Figure 1. Met1 routing (run 1).
Scale bar: 20 um. Supply wires on this layer in gray.
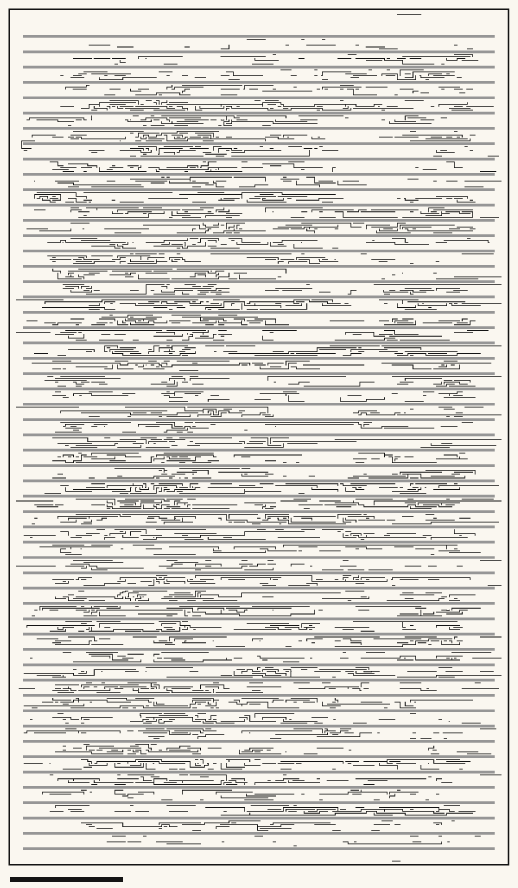
Figure 2. M2 wires (run 1).
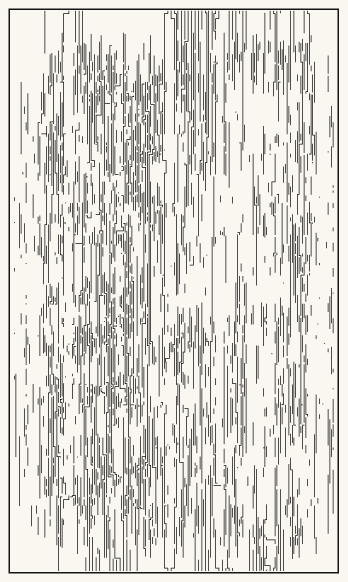
Figure 3. Metal 3 (run 1).
Scale bar: 20 um. Cells faint in the background.
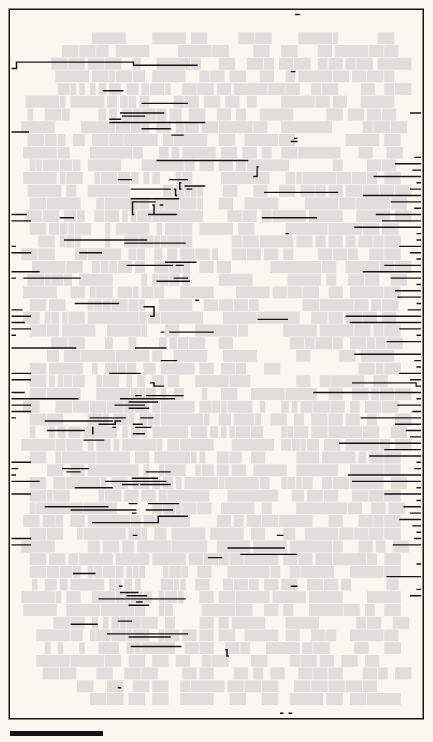
Figure 4. Met4 routing (run 1).
Supply wires on this layer in gray.
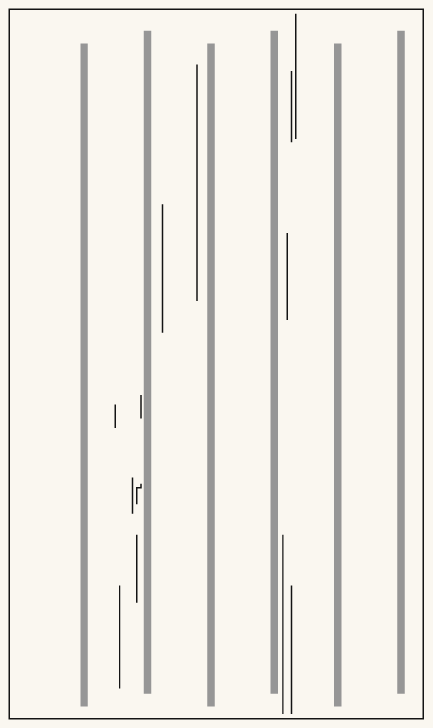
`src/rtl/pc_fetch_unit_pkg.sv`:
```
// Shared types and constants for the instruction fetch front end.
package pc_fetch_unit_pkg;

    typedef logic [31:0] word_t;

    localparam word_t PC_INC = 32'd4;

    typedef enum logic [1:0] {
        StIdle,
        StReq,
        StHold,
        StHalt
    } fetch_state_e;

    typedef enum logic [1:0] {
        NpcKeep,
        NpcTarget,
        NpcPending,
        NpcInc
    } npc_sel_e;

    function automatic word_t word_align(input word_t addr);
        return {addr[31:2], 2'b00};
    endfunction

endpackage

```
`src/rtl/fetch_pc_reg.sv`:
```
// Architectural PC, pending-redirect register and next-PC selection.
module fetch_pc_reg
    import pc_fetch_unit_pkg::*;
#(
    parameter word_t RESET_PC = 32'h0000_0000
) (
    input  logic     clk,
    input  logic     rst,
    input  npc_sel_e npc_sel,
    input  word_t    target,
    input  logic     pend_set,
    input  logic     pend_clr,
    output word_t    pc,
    output logic     pend_valid,
    output logic     pend_misaligned
);

    word_t pc_q;
    word_t pc_d;
    word_t pend_target_q;
    logic  pend_valid_q;

    always_comb begin
        pc_d = pc_q;
        unique case (npc_sel)
            NpcKeep:    pc_d = pc_q;
            NpcTarget:  pc_d = target;
            NpcPending: pc_d = pend_target_q;
            NpcInc:     pc_d = pc_q + PC_INC;
        endcase
    end

    // A later redirect simply overwrites the pending target.
    always_ff @(posedge clk) begin
        if (rst) begin
            pc_q          <= RESET_PC;
            pend_valid_q  <= 1'b0;
            pend_target_q <= '0;
        end else begin
            pc_q <= pc_d;
            if (pend_set) begin
                pend_valid_q  <= 1'b1;
                pend_target_q <= target;
            end else if (pend_clr) begin
                pend_valid_q <= 1'b0;
            end
        end
    end

    assign pc              = pc_q;
    assign pend_valid      = pend_valid_q;
    assign pend_misaligned = (pend_target_q[1:0] != 2'b00);

endmodule

```
`src/rtl/pc_fetch_unit.sv`:
```
// Instruction fetch front end: PC, imem req/ack fetch, valid/ready hand-off to decode.
// Optional FETCH_ALIGN_CHK_EN halts on misaligned redirect targets instead of aligning them.
module pc_fetch_unit
    import pc_fetch_unit_pkg::*;
#(
    parameter word_t RESET_PC = 32'h0000_0000
) (
    input  logic  clk,
    input  logic  rst,
    input  logic  branch_taken,
    input  word_t branch_target,
    output logic  imem_req,
    output word_t imem_addr,
    input  logic  imem_ack,
    input  word_t imem_rdata,
    output logic  inst_valid,
    output word_t inst_data,
    output word_t inst_pc,
    input  logic  dec_ready,
    output logic  misalign_err
);

`ifdef FETCH_ALIGN_CHK_EN
    localparam bit AlignChk = 1'b1;
    word_t redirect_tgt;
    assign redirect_tgt = branch_target;
`else
    localparam bit AlignChk = 1'b0;
    word_t redirect_tgt;
    assign redirect_tgt = word_align(branch_target);
`endif

    fetch_state_e state_q;
    fetch_state_e state_d;
    npc_sel_e     npc_sel;
    logic         pend_set;
    logic         pend_clr;
    logic         pend_valid;
    logic         pend_misaligned;
    logic         capture;
    logic         tgt_bad;
    logic         pend_bad;
    word_t        pc;
    word_t        inst_data_q;
    word_t        inst_pc_q;

    assign tgt_bad  = AlignChk && (redirect_tgt[1:0] != 2'b00);
    assign pend_bad = AlignChk && pend_misaligned;

    fetch_pc_reg #(
        .RESET_PC (RESET_PC)
    ) u_pc_reg (
        .clk             (clk),
        .rst             (rst),
        .npc_sel         (npc_sel),
        .target          (redirect_tgt),
        .pend_set        (pend_set),
        .pend_clr        (pend_clr),
        .pc              (pc),
        .pend_valid      (pend_valid),
        .pend_misaligned (pend_misaligned)
    );

    always_ff @(posedge clk) begin
        if (rst) begin
            state_q <= StIdle;
        end else begin
            state_q <= state_d;
        end
    end

    always_comb begin
        state_d  = state_q;
        npc_sel  = NpcKeep;
        pend_set = 1'b0;
        pend_clr = 1'b0;
        capture  = 1'b0;
        case (state_q)
            StIdle: begin
                state_d = StReq;
                if (branch_taken) begin
                    npc_sel = NpcTarget;
                    if (tgt_bad) state_d = StHalt;
                end
            end
            StReq: begin
                // The in-flight request is never aborted; redirects wait for the ack.
                if (imem_ack) begin
                    pend_clr = 1'b1;
                    if (branch_taken) begin
                        npc_sel = NpcTarget;
                        if (tgt_bad) state_d = StHalt;
                    end else if (pend_valid) begin
                        npc_sel = NpcPending;
                        if (pend_bad) state_d = StHalt;
                    end else begin
                        capture = 1'b1;
                        state_d = StHold;
                    end
                end else if (branch_taken) begin
                    pend_set = 1'b1;
                end
            end
            StHold: begin
                if (branch_taken) begin
                    npc_sel = NpcTarget;
                    state_d = tgt_bad ? StHalt : StReq;
                end else if (dec_ready) begin
                    npc_sel = NpcInc;
                    state_d = StReq;
                end
            end
            default: state_d = AlignChk ? StHalt : StIdle;
        endcase
    end

    always_comb begin
        imem_req   = (state_q == StReq);
        inst_valid = (state_q == StHold);
    end

    always_ff @(posedge clk) begin
        if (rst) begin
            inst_data_q <= '0;
            inst_pc_q   <= '0;
        end else if (capture) begin
            inst_data_q <= imem_rdata;
            inst_pc_q   <= pc;
        end
    end

    assign imem_addr = pc;
    assign inst_data = inst_data_q;
    assign inst_pc   = inst_pc_q;

`ifdef FETCH_ALIGN_CHK_EN
    logic misalign_q;
    always_ff @(posedge clk) begin
        if (rst) begin
            misalign_q <= 1'b0;
        end else if (state_d == StHalt) begin
            misalign_q <= 1'b1;
        end
    end
    assign misalign_err = misalign_q;
`else
    assign misalign_err = 1'b0;
`endif

endmodule

```
`config.mk`:
```
export PLATFORM = sky130hd
export DESIGN_NAME = pc_fetch_unit
export DESIGN_NICKNAME = d
export VERILOG_FILES = /design/src/rtl/pc_fetch_unit_pkg.sv /design/src/rtl/fetch_pc_reg.sv /design/src/rtl/pc_fetch_unit.sv
export SDC_FILE = /design/constraint.sdc
export NUM_CORES = 1
export LEC_CHECK = 0
export CAP_MARGIN = 10
export CORE_ASPECT_RATIO = 1.75
export CORE_MARGIN = 2
export CORE_UTILIZATION = 54
export DETAILED_ROUTE_END_ITERATION = 10
export GPL_ROUTABILITY_DRIVEN = 1
export PLACE_DENSITY_LB_ADDON = 0.1
export SYNTH_ARGS = -nofsm -noshare
export SYNTH_HDL_FRONTEND = slang
export SYNTH_HIERARCHICAL = 1
export SYNTH_SLANG_ARGS = --single-unit
export TNS_END_PERCENT = 30
```
`constraint.sdc`:
```
create_clock -name clk -period 6.3 [get_ports clk]
set_clock_uncertainty 0.1 [all_clocks]
set_input_delay 0.63 -clock clk [delete_from_list [all_inputs] [get_ports clk]]
set_output_delay 0.63 -clock clk [all_outputs]
set_load 0.03 [all_outputs]
```
==> summary.txt, run 1 <==
Physical implementation status

Along the critical path, the tally of buffer and inverter instances is 3. The number of placed instances with taps included stands at around 1000. Per STA, the worst path accumulates the most delay in the family buffers and inverters. The final layout contains between 900 and 1000 nets.

The depth of the critical timing path with buffers and inverters included stands at 9. The tally of buffers added on design ports stands at between 150 and 200. After detailed routing, no signal wire sits above met4. The maximum number of pins on one net before global-route repair stands at 127. The final antenna diode tally reported by the flow is 0.

The count of boundary I/O pins stands at about 170. In this run, power in flip-flops and latches comes to approximately 0.91 mW. The setup slack on the worst flop-to-flop path stands at ~2.8 ns. STA lists the startpoint of the worst register-to-register path as state_q[1]. The most common logic cells in the final layout are sky130_fd_sc_hd__clkdlybuf4s50_1, sky130_fd_sc_hd__dfxtp_1, sky130_fd_sc_hd__nand2b_1. Per the OpenROAD floorplan log, the width of the die is just under 90 um. The maximum level of the CTS H-tree stands at 4. For this run, the detailed router's first-pass iteration total came to 5. The length of routed wiring on met1 stands at 7.53 mm. The final tally of setup violations stands at 0. In this run, post-CTS repair resized a total of 0 instances. The run finished with clean final reports.

The synthesized instance count stands at roughly 740. The summed instance area of the synthesized netlist stands at around 0.0067 sq mm. The share of total power dissipated in the clock network is 0.486. Per the detail_route log, met2 wirelength is about 9.2 mm.

The overall power consumption stands at 2.39 mW. The DRC violation count after routing stands at 0. The worst setup slack after placement stands at between 2 and 2.5 ns. Of all power groups, the one with the highest power is the clock network.

The overall global routing resource usage stands at 0.263. Clock network power for this build is approximately 1.2 mW. The tool warning count for the run is 32. The critical path endpoint has a required time of approximately 6.5 ns. The most common logic cell in the final layout is sky130_fd_sc_hd__clkdlybuf4s50_1.

The post-layout instance count excluding filler cells stands at ~1000. The worst-case IR drop observed on VDD is 0.000203 V. Data arrives at the worst endpoint at ~3.8 ns. Hold analysis shows the worst path with a depth of 2. By startpoint and endpoint, the worst setup path is classified as in -> reg. TritonCTS built the clock tree. The fraction of power spent switching nets stands at 0.246. The skew report gives the latency at the later pin of the worst-skew pair as approximately 0.4 ns. Buffers inserted during clock tree synthesis total 17. The count of maximum capacitance violations stands at 0. The critical-path maximum fanout stands at between 50 and 60. STA reports the tightest min-delay check as being of type reg -> reg.
About Figure 1:
842 nets have wire on it. The wires run mostly horizontal. The layer holds 42% of the routed length. The layer carries 7530 um of wire. The longest straight run is 30.8 um.

About Figure 2:
801 nets have wire on it. The wires run mostly vertical. The layer carries 9170 um of wire. The longest straight run is 51.1 um.
met2 track demand over resource: 0.453
total wire length: 18.1 mm
via count of the routed design: 6227

About Figure 3:
The longest straight run is 25.1 um. The layer carries 1110 um of wire. The wires run mostly horizontal. The layer holds 6.1% of the routed length. 157 nets have wire on it.
M3 GR Usage: 0.0520

About Figure 4:
13 nets have wire on it. The layer carries 261 um of wire.

## run 1: tightest hold or removal path: cells and delay by family, from the launching register on
family	cells	cell delay, ns
DFF	1	0.31
AOI/OAI and AO/OA	1	0.05
and+or+nand+nor	1	0.07
## run 1: registers in the layout (all words and copies together) (netlist names)
register                count
inst_pc                    32
u_pc_reg/pend_valid         1
u_pc_reg/pend_target_q     32
state_q                     2
u_pc_reg/pc                32
inst_data                  32
## run 1: final cells by class
cell class | instances | area, sq um
multi-input cells | 529 | 3660
fillers | 948 | 3140
flip-flops and latches | 131 | 2620
repair buffers | 170 | 1680
clock buffers | 19 | 443
clock inverters | 12 | 253
well taps | 165 | 206
inverters | 14 | 52.6
Figure 5. The clock network (run 1).
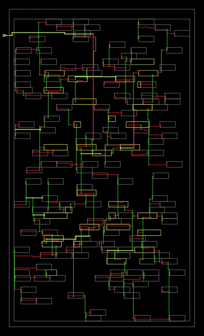

==> run 2: changes to the inputs <==
Settings changed: CORE_UTILIZATION 54 to 45.
Clock period 6.3 ns to 3.2 ns, I/O delays scaled along.
Figure 6. The clock network (run 2).
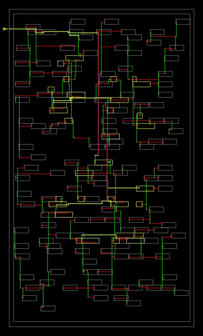
power attributed to the clock group: 1.83 mW
clkbuf count: 18
# clock sinks: 131

Figure 7. Metal 3 (run 2).
Scale bar: 20 um. Cells faint in the background.
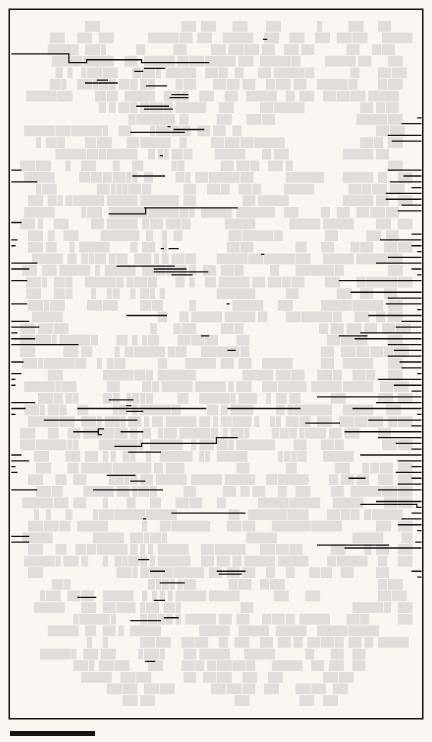
The longest straight run is 29.9 um. The layer carries 1010 um of wire. The wires run mostly horizontal. 130 nets have wire on it.

==> summary.txt, run 2 <==
Physical implementation status

The number of CTS-inserted buffers stands at 17. The startpoint identified for the worst register-to-register timing path is state_q[1]. TritonCTS built the clock tree. between 500 and 600 cells are multi-input combinational gates.

The number of buffers outside the clock class in the layout stands at approximately 180. The count of buffer and inverter cells on the critical path stands at 2. The switching portion of total power comes to 0.289.

The combinational fraction of the cell area stands at 0.410. The final-layout non-clock buffer area share stands at 0.203. Entering global routing, the biggest net connects about 110 pins. The floorplan report gives the top-level pin count as 168. The power of the sequential group stands at around 1.8 mW. The storage element area stands at around 0.0026 sq mm. The overall global routing resource usage stands at 0.226. The count of inserted tapcells stands at 183. STA reports the tightest min-delay check as being of type reg -> reg. The worst setup slack after placement stands at 0.410 ns.

The synthesized instance count stands at between 700 and 800. The run finished with clean final reports. The first TritonRoute pass finished after 5 iterations. The required time at the endpoint of the critical path stands at around 2.8 ns.

The multi-input logic area stands at 0.00366 sq mm. The clock insertion delay at the later pin of the skew report stands at 0.41 ns. The number of signal-net inverters in the final layout stands at 14.

The maximum level of the CTS H-tree stands at 4. The final tally of setup violations stands at 0. STA lists the maximum fanout along the critical path as around 69.

According to the finish report, the design has a final net count of about 950. By instance count after routing, the leading logic cell type is sky130_fd_sc_hd__clkdlybuf4s50_1. The wire length recorded after detailed routing is between 15 and 20 mm. The die extent in x stands at around 96 um. On the critical path the data arrives at between 2 and 2.5 ns.

The total vias in the final route stands at 6023. Measured on the final layout, the clock distribution area share stands at 0.0623. The setup slack on the worst flop-to-flop path stands at about 0.60 ns. The number of cells traversed by the worst hold path stands at 2.
[run 2: cell count changes in the layout (fill, tap and decap cells not counted), sizes merged]
| cell | delta |
|---|---|
| buf | +12 |
| bufinv | -7 |
| inv | +7 |
| clkinvlp | +2 |
| clkbuf | -1 |
[run 2: per-layer routing]
metal,vias up,wire length (um),global-route usage
met5,-,0,0
met4,0,229,0.0765
met3,14,1010,0.0391
met2,206,9230,0.376
met1,2834,7900,0.292
li1,2969,-,-
[run 2: through the flow]
stage | cells | power (mW)
global placement | 1039 | 2.44
global route | 1071 | 4.42
detailed placement | 1039 | 2.46
floorplan | 744 | 2.19
finish | 1071 | 4.25
CTS | 1071 | 4.30
Power figures rest on the tool's default switching activity, not on a simulated workload.
